### config.mk
export PLATFORM = sky130hd
export DESIGN_NAME = duck_flight_ctrl
export DESIGN_NICKNAME = d
export VERILOG_FILES = /design/src/rtl/duck_flight_ctrl.sv
export SDC_FILE = /design/constraint.sdc
export NUM_CORES = 1
export LEC_CHECK = 0
export CAP_MARGIN = 20
export CORE_MARGIN = 2
export CORE_UTILIZATION = 45
export CTS_CLUSTER_DIAMETER = 200
export DETAILED_ROUTE_END_ITERATION = 12
export MAX_ROUTING_LAYER = met4
export PLACE_DENSITY = 0.69
export SETUP_SLACK_MARGIN = 0.05
export SLEW_MARGIN = 20
export SYNTH_ARGS = -nofsm -noshare
export SYNTH_HDL_FRONTEND = slang
export SYNTH_SLANG_ARGS = --single-unit
### constraint.sdc
create_clock -name Clk -period 2.9 [get_ports Clk]
set_input_delay 0.58 -clock Clk [delete_from_list [all_inputs] [get_ports Clk]]
set_output_delay 0.58 -clock Clk [all_outputs]
set_load 0.005 [all_outputs]
### src/rtl/duck_flight_ctrl.sv
// duck_flight_ctrl: single-duck flight controller (launch, edge bounce, flee, shot/hold/fall).
// Optional DUCK_SPEEDUP_EN: every bounce speeds the duck up, saturating at STEP_MAX.
module duck_flight_ctrl #(
  parameter int X_MIN        = 16,
  parameter int X_MAX        = 592,
  parameter int Y_MIN        = 16,
  parameter int GROUND_Y     = 300,
  parameter int STEP_LG      = 4,
  parameter int STEP_SM      = 2,
  parameter int STEP_MAX     = 8,
  parameter int FLEE_TICKS   = 64,
  parameter int HOLD_TICKS   = 5,
  parameter int COLOR_STRIDE = 20
) (
  input  logic       Clk,
  input  logic       Reset,
  input  logic       Anim_tick,
  input  logic       Start,
  input  logic [1:0] Color_rand,
  input  logic [1:0] Dir_rand,
  input  logic [9:0] Start_X_rand,
  input  logic       Shot,
  output logic [9:0] Duck_X,
  output logic [9:0] Duck_Y,
  output logic [5:0] DuckFrame,
  output logic [1:0] Duck_color,
  output logic       Active,
  output logic       Done,
  output logic       Hit,
  output logic       Escaped
);

  typedef enum logic [2:0] {IDLE, FLY, SHOT_HOLD, FALL, ESCAPE, DONE} state_t;

  localparam int FW = $clog2(FLEE_TICKS + 1);
  localparam int HW = $clog2(HOLD_TICKS + 1);
  localparam logic signed [10:0] XMIN_S = 11'(X_MIN);
  localparam logic signed [10:0] XMAX_S = 11'(X_MAX);
  localparam logic signed [10:0] YMIN_S = 11'(Y_MIN);
  localparam logic signed [10:0] GND_S  = 11'(GROUND_Y);
  // Steps never exceed the ceiling, even in the fixed-speed build.
  localparam logic signed [10:0] LG_S = 11'((STEP_LG > STEP_MAX) ? STEP_MAX : STEP_LG);
  localparam logic signed [10:0] SM_S = 11'((STEP_SM > STEP_MAX) ? STEP_MAX : STEP_SM);

  state_t          state_q, state_d;
  logic [9:0]      x_q, x_d, y_q, y_d;
  logic [5:0]      frame_q, frame_d;
  logic [1:0]      color_q, color_d, dir_q, dir_d, flap_q, flap_d;
  logic            vdown_q, vdown_d, hit_q, hit_d, escaped_q, escaped_d;
  logic [FW-1:0]   flee_cnt_q, flee_cnt_d;
  logic [HW-1:0]   hold_cnt_q, hold_cnt_d;
  logic signed [10:0] dx, dy, xs, ys, nx, ny, sx, fall_y, rise_y;

`ifdef DUCK_SPEEDUP_EN
  logic [9:0] step_lg_q, step_lg_d, step_sm_q, step_sm_d;
  int         bumps;

  function automatic logic [9:0] sat_step(input logic [9:0] s, input int b);
    int t;
    t = int'(s) + b;
    return (t > STEP_MAX) ? 10'(STEP_MAX) : 10'(t);
  endfunction
`endif

  // Frame bases within a colour block: NE 0, E 4, NW 11, W 15.
  function automatic int dir_base(input logic [1:0] d);
    case (d)
      2'b10:   return 0;
      2'b11:   return 4;
      2'b00:   return 11;
      default: return 15;
    endcase
  endfunction

  function automatic logic [5:0] frame_of(input logic [1:0] c, input int base, input logic [1:0] f);
    return 6'(int'(c) * COLOR_STRIDE + base + int'(f));
  endfunction

  function automatic logic [1:0] next_flap(input logic [1:0] f);
    return (f == 2'd2) ? 2'd0 : f + 2'd1;
  endfunction

  always_comb begin
    state_d    = state_q;
    x_d        = x_q;
    y_d        = y_q;
    frame_d    = frame_q;
    color_d    = color_q;
    dir_d      = dir_q;
    vdown_d    = vdown_q;
    flap_d     = flap_q;
    flee_cnt_d = flee_cnt_q;
    hold_cnt_d = hold_cnt_q;
    hit_d      = hit_q;
    escaped_d  = escaped_q;
`ifdef DUCK_SPEEDUP_EN
    step_lg_d  = step_lg_q;
    step_sm_d  = step_sm_q;
    bumps      = 0;
    dx         = signed'({1'b0, step_lg_q});
    dy         = dir_q[0] ? signed'({1'b0, step_sm_q}) : signed'({1'b0, step_lg_q});
`else
    dx         = LG_S;
    dy         = dir_q[0] ? SM_S : LG_S;
`endif
    xs     = signed'({1'b0, x_q});
    ys     = signed'({1'b0, y_q});
    sx     = signed'({1'b0, Start_X_rand});
    nx     = dir_q[1] ? xs + dx : xs - dx;
    ny     = vdown_q ? ys + dy : ys - dy;
    fall_y = ys + LG_S;
    rise_y = ys - LG_S;

    case (state_q)
      IDLE: begin
        if (Start) begin
          state_d    = FLY;
          color_d    = (Color_rand == 2'd3) ? 2'd0 : Color_rand;
          dir_d      = Dir_rand;
          if (sx < XMIN_S)      x_d = 10'(X_MIN);
          else if (sx > XMAX_S) x_d = 10'(X_MAX);
          else                  x_d = Start_X_rand;
          y_d        = 10'(GROUND_Y);
          vdown_d    = 1'b0;
          flap_d     = 2'd0;
          flee_cnt_d = '0;
          hit_d      = 1'b0;
          escaped_d  = 1'b0;
          frame_d    = frame_of(color_d, dir_base(Dir_rand), 2'd0);
`ifdef DUCK_SPEEDUP_EN
          step_lg_d  = 10'(STEP_LG);
          step_sm_d  = 10'(STEP_SM);
`endif
        end
      end
      FLY: begin
        // A shot freezes the duck on the spot and beats a coincident flee expiry.
        if (Shot) begin
          state_d    = SHOT_HOLD;
          hold_cnt_d = '0;
        end else if (Anim_tick) begin
          frame_d = frame_of(color_q, dir_base(dir_q), flap_q);
          if (nx < XMIN_S) begin
            x_d      = 10'(X_MIN);
            dir_d[1] = ~dir_q[1];
`ifdef DUCK_SPEEDUP_EN
            bumps    = bumps + 1;
`endif
          end else if (nx > XMAX_S) begin
            x_d      = 10'(X_MAX);
            dir_d[1] = ~dir_q[1];
`ifdef DUCK_SPEEDUP_EN
            bumps    = bumps + 1;
`endif
          end else begin
            x_d = nx[9:0];
          end
          if (ny <= YMIN_S) begin
            y_d     = 10'(Y_MIN);
            vdown_d = 1'b1;
`ifdef DUCK_SPEEDUP_EN
            bumps   = bumps + 1;
`endif
          end else if (ny >= GND_S) begin
            y_d     = 10'(GROUND_Y);
            vdown_d = 1'b0;
`ifdef DUCK_SPEEDUP_EN
            bumps   = bumps + 1;
`endif
          end else begin
            y_d = ny[9:0];
          end
          flap_d     = next_flap(flap_q);
          flee_cnt_d = flee_cnt_q + FW'(1);
          if (flee_cnt_d == FW'(FLEE_TICKS)) state_d = ESCAPE;
`ifdef DUCK_SPEEDUP_EN
          step_lg_d  = sat_step(step_lg_q, bumps);
          step_sm_d  = sat_step(step_sm_q, bumps);
`endif
        end
      end
      SHOT_HOLD: begin
        if (Anim_tick) begin
          frame_d    = frame_of(color_q, 18, 2'd0);
          hold_cnt_d = hold_cnt_q + HW'(1);
          if (hold_cnt_d == HW'(HOLD_TICKS)) begin
            state_d    = FALL;
            hold_cnt_d = '0;
          end
        end
      end
      FALL: begin
        if (Anim_tick) begin
          frame_d = frame_of(color_q, 19, 2'd0);
          if (fall_y >= GND_S) begin
            y_d     = 10'(GROUND_Y);
            hit_d   = 1'b1;
            state_d = DONE;
          end else begin
            y_d = fall_y[9:0];
          end
        end
      end
      ESCAPE: begin
        if (Anim_tick) begin
          frame_d = frame_of(color_q, 8, flap_q);
          flap_d  = next_flap(flap_q);
          if (rise_y <= YMIN_S) begin
            y_d       = 10'(Y_MIN);
            escaped_d = 1'b1;
            state_d   = DONE;
          end else begin
            y_d = rise_y[9:0];
          end
        end
      end
      DONE:    state_d = IDLE;
      default: state_d = IDLE;
    endcase
  end

  always_ff @(posedge Clk) begin
    if (Reset) begin
      state_q    <= IDLE;
      x_q        <= '0;
      y_q        <= 10'(GROUND_Y);
      frame_q    <= '0;
      color_q    <= '0;
      dir_q      <= '0;
      vdown_q    <= 1'b0;
      flap_q     <= '0;
      flee_cnt_q <= '0;
      hold_cnt_q <= '0;
      hit_q      <= 1'b0;
      escaped_q  <= 1'b0;
`ifdef DUCK_SPEEDUP_EN
      step_lg_q  <= 10'(STEP_LG);
      step_sm_q  <= 10'(STEP_SM);
`endif
    end else begin
      state_q    <= state_d;
      x_q        <= x_d;
      y_q        <= y_d;
      frame_q    <= frame_d;
      color_q    <= color_d;
      dir_q      <= dir_d;
      vdown_q    <= vdown_d;
      flap_q     <= flap_d;
      flee_cnt_q <= flee_cnt_d;
      hold_cnt_q <= hold_cnt_d;
      hit_q      <= hit_d;
      escaped_q  <= escaped_d;
`ifdef DUCK_SPEEDUP_EN
      step_lg_q  <= step_lg_d;
      step_sm_q  <= step_sm_d;
`endif
    end
  end

  assign Duck_X     = x_q;
  assign Duck_Y     = y_q;
  assign DuckFrame  = frame_q;
  assign Duck_color = color_q;
  assign Active     = (state_q != IDLE) && (state_q != DONE);
  assign Done       = (state_q == DONE);
  assign Hit        = hit_q;
  assign Escaped    = escaped_q;

endmodule

Fig. 1: run 1, cell outlines without signal wires
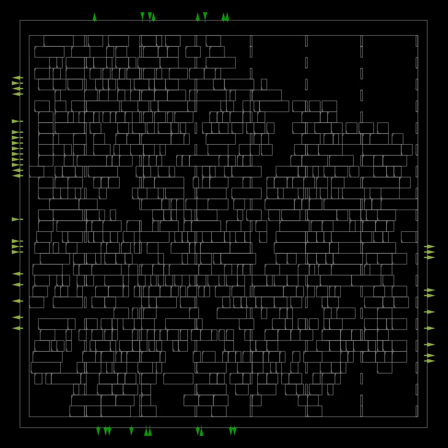
Seq/total area: 0.178
Non-Filler Instances: 773
Well Taps: 129
fill cell count: 859
FP Rows: 35

Fig. 2: run 1, sizing map
(4 px per micron)
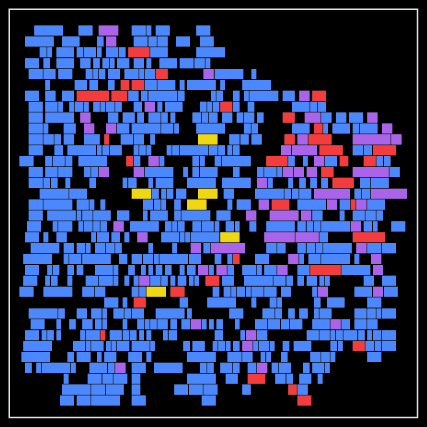
Key: yellow = _6 and larger [cells 6, share 0.93%, most used clkbuf_8]; red = _2 cells [cells 34, share 5.3%]; blue = _0 and _1 cells [cells 548, share 85%, most used nor2_1]; purple = _3 and _4 cells [cells 56, share 8.7%, most used buf_4]

Fig. 3: run 1, I/O nets highlighted
(3 px per micron)
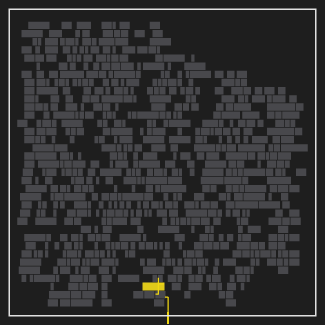
Key: yellow = `Escaped` [bits 1, direction output, edge bottom, end cells 1, buffers 1, wire 14.7 microns]

==> run 1: layer usage <==
layer  up-vias  part of all wire  track usage
met4         0             0.015       0.0696
met2       127              0.49        0.411
li1       2256                 -            -
met3        19             0.042       0.0262
met5         -                 0            -
met1      2194              0.45        0.319
==> run 1: cells in the final DEF, fill, tap and decap left out, types with 7 or more instances in the layout <==
cell type        netlist  layout
nand2b_1              10       9
clkdlybuf4s50_1        0      50
buf_4                  0      45
ha_1                  30      27
mux2i_1                8       8
nand3_1               19      19
xnor2_1               10      10
nor2_1                62      61
nand2_1               46      46
nor3_1                18      16
dfxtp_1               48      46
a21o_1                11      11
a21oi_1               56      54
a221oi_1               9       9
nor2b_1                8       8
inv_1                 23      21
xor2_1                12       9
or3_1                  7       7
and3_1                 9       9
o21ai_0               33      30
a211oi_1               8       8
==> run 1: timing repair <==
action / 4_1_cts / 5_1_grt
endpoints found under the setup margin: 9 / 15
gates cloned: 0 / 0
setup buffers: 0 / 4
pin swaps: 0 / 12
resized: 3 / 30
==> run 1: synthesized netlist by cell type (6+ instances only) <==
master	count
a211oi_1	8
a21o_1	11
a21oi_1	56
a221oi_1	9
a22oi_1	6
and3_1	9
clkbuf_1	24
dfxtp_1	48
ha_1	30
inv_1	23
mux2i_1	8
nand2_1	46
nand2b_1	10
nand3_1	19
nor2_1	62
nor2b_1	8
nor3_1	18
o2111ai_1	6
o21ai_0	33
or3_1	7
xnor2_1	10
xor2_1	12
==> run 1: flip-flops by register name, indices dropped and copies added, names as in the netlist <==
name / flops
state_q: 3
flee_cnt_q: 7
dir_q: 2
DuckFrame: 6
Hit: 1
Duck_Y: 10
hold_cnt_q: 3
Duck_X: 10
vdown_q: 1
flap_q: 2
Escaped: 1
Duck_color: 2
==> flow_metrics.tcl, run 1 <==
# implementation run metrics
set metrics [dict create \
    synth_cells 571 \
    sw_frac_of_total 0.470 \
    syn_nets 624 \
    core_area_sq_um 9240 \
    combGateArea_sq_um 3260 \
    seq_power_mw 0.947 \
    cts_buffers 5 \
    finalClockPeriodUsage 0.957 \
    antenna_found_initial 0 \
    arrival_ns 2.95 \
    logic_family "AND-OR/OR-AND gates" \
    start_kind "register" \
    yosys_most_used_dff "dfxtp_1" \
    viasPerCell 5.95 \
    synthDistinctLibCells 75 \
    r2r_start "dir_q[0]" \
    synthTopCellsByArea "dfxtp_1, ha_1, a21oi_1, nor2_1, nand2_1" \
    holdPathEnd "DuckFrame[1]" \
    powerComb_mw 3.38 \
    crit_buf_inv 1 \
    die_y_microns 102 \
    gp_congestion 0.944 \
    io_pins 51 \
    io_buffers 50 \
    remaining_drc_errors 0 \
    final_net_count 696 \
    n_all_buffers 95 \
    hpwl_microns 9230 \
    hp-class "reg -> reg" \
    grt_max_degree 45 \
    powerDensity_nw_per_um2 877 \
    max_stage_delay_ns 0.37 \
    seqPwrFrac 0.199 \
    crit_start "dir_q[0]" \
    slowest_stage "dfxtp_4" \
    syn_area_sq_um 4300 \
    root_buffer "clkbuf_8" \
    placed_area_sq_um 5150 \
    clock_path_buffers 2 \
    finalSetupTns_ns 0 \
    postRouteAntennaNets 0 \
    chipWidth_microns 102 \
    worst_slew_pin_slew_ns 0.645 \
    status "finished, final reports clean" \
    combPwrFrac 0.712 \
    layout-drive-gt1-share 0.149 \
    power_mw 4.75 \
    holdBufCountCts 0 \
    die_area_sq_um 10300 \
    htreeDepth 2 \
    pg_clk_mw 0.419 \
    area_growth_pct 26.0 \
    slew_viol_final 0 \
    grt.overflow.total 0 \
    seq_area_sq_um 966 \
]
==> run 1 -> run 2 <==
--- a/config.mk
+++ b/config.mk
@@ -12,6 +12,7 @@
 export DETAILED_ROUTE_END_ITERATION = 12
 export MAX_ROUTING_LAYER = met4
 export PLACE_DENSITY = 0.69
+export REMOVE_ABC_BUFFERS = 1
 export SETUP_SLACK_MARGIN = 0.05
 export SLEW_MARGIN = 20
 export SYNTH_ARGS = -nofsm -noshare
Fig. 4: run 2, selected gate families
(4 px per micron)
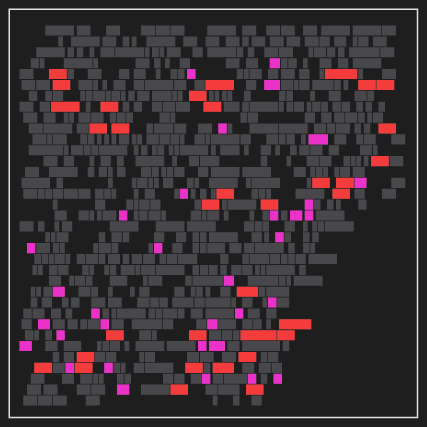
Key: red = fa/ha/maj cells [cells 34, where spread over the die]; magenta = and/or cells [cells 33, where spread over the die]

Fig. 5: run 2, I/O nets highlighted
(3 px per micron)
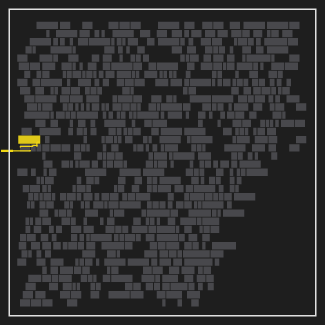
Key: yellow = `Escaped` [bits 1, direction output, edge left, end cells 1, buffers 1, wire 15.2 microns]

==> flow_metrics.tcl, run 2 <==
# implementation run metrics
set metrics [dict create \
    status "finished, final reports clean" \
    crit_buf_inv 0 \
    seq_area_sq_um 968 \
    core_area_sq_um 9240 \
    power_mw 4.82 \
    yosys_most_used_dff "dfxtp_1" \
    yosysMostFrequentCell "nor2_1" \
    powerDensity_nw_per_um2 896 \
    io_pins 51 \
    slew_viol_final 0 \
    placed_area_sq_um 5090 \
    final_common_cell "nor2_1" \
    hpwl_microns 9370 \
    synthTopCellsByArea "dfxtp_1, ha_1, a21oi_1, nor2_1, nand2_1" \
    die_y_microns 102 \
    synth_cells 571 \
    combGateArea_sq_um 3240 \
    cts_setup_buffers 2 \
    postRouteAntennaNets 0 \
    antenna_found_initial 0 \
    chipWidth_microns 102 \
    htreeDepth 2 \
    grt_max_degree 45 \
    crit_start "dir_q[0]" \
    final_net_count 693 \
    root_buffer "clkbuf_8" \
    start_kind "register" \
    remaining_drc_errors 0 \
    holdBufCountCts 0 \
    arrival_ns 3.07 \
    io_buffers 50 \
    r2r_start "dir_q[0]" \
    cts_buffers 5 \
    syn_area_sq_um 4300 \
    finalClockPeriodUsage 0.977 \
    logic_family "AND-OR/OR-AND gates" \
    hp-class "reg -> reg" \
    grt.overflow.total 0 \
    slowest_stage "dfxtp_4" \
    cts_resized 5 \
    common_cells "nor2_1, a21oi_1, dfxtp_1" \
    max_stage_delay_ns 0.38 \
]
Fig. 6: run 2, I/O pins on the die edge
(4 px per micron) Pins as bars across the die edge, other pins in grey.
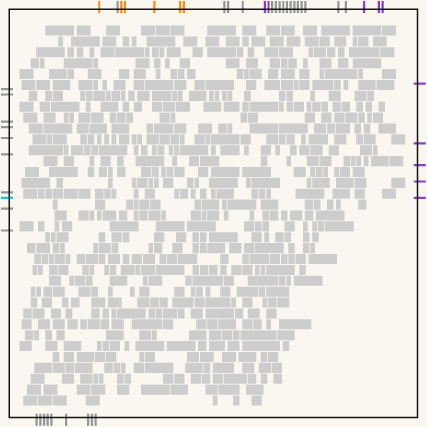
Key: purple = `Duck_X` [pins 10, direction output, edge 5 top, 5 right]; orange = `DuckFrame` [pins 6, direction output, edge top]; cyan = `Escaped` [pins 1, direction output, edge left]
All pins by edge: 27 top, 10 left, 9 bottom, 5 right.

==> run 2: cell counts after synthesis <==
Identical to the previous run, type by type.
==> run 2: routing by layer <==
metal | track usage | wire length [microns] | vias to the layer above
met5 | - | 0 | -
met4 | 0.0582 | 183 | 0
met3 | 0.0290 | 557 | 19
met2 | 0.411 | 6250 | 140
met1 | 0.334 | 5830 | 2236
li1 | - | - | 2259
==> run 2: power breakdown <==
group          leakage [nW]  switching [mW]  internal [mW]  total [mW]
logic                  1.63            1.89           1.55        3.44
registers             0.392           0.147          0.797       0.944
clock network        0.0434           0.243          0.194       0.437
total                  2.06            2.27           2.54        4.82
==> run 2: worst min-delay path by stage <==
stage               cells after the start             to  slack (ns)
floorplan                               2  flee_cnt_q[1]        0.44
global placement                        2   DuckFrame[1]        0.44
detailed placement                      2   DuckFrame[4]        0.45
CTS                                     2   DuckFrame[4]        0.46
global route                            2   DuckFrame[2]        0.48
finish                                  2   DuckFrame[4]        0.46
==> run 2: kinds of logic after synthesis <==
kind of cell,count (synthesis)
mux,8
flops,48
buf+inv,55
xor+xnor,22
simple gates,213
compound gates,191
fa+ha+maj,34
==> run 2: final cells by class <==
type / count / area share
Multi-Input combinational cell: 469 / 0.603
Sequential cell: 48 / 0.180
Timing Repair Buffer: 91 / 0.150
Tap cell: 129 / 0.0300
Inverter: 25 / 0.0179
Clock buffer: 6 / 0.0154
Clock inverter: 2 / 0.00279
==> run 2: through the flow <==
step	setup slack [ns]	util	instances	TNS (ns)
2_1_floorplan	0.123	-	541	0
3_3_place_gp	0.0276	0.551	754	0
3_5_place_dp	-0.0665	0.551	754	-0.245
4_1_cts	0.00846	0.567	764	0
5_1_grt	-0.0548	0.581	770	-0.0595
6_report	0.0667	0.581	770	0
Power is estimated from default activity; no workload was simulated.
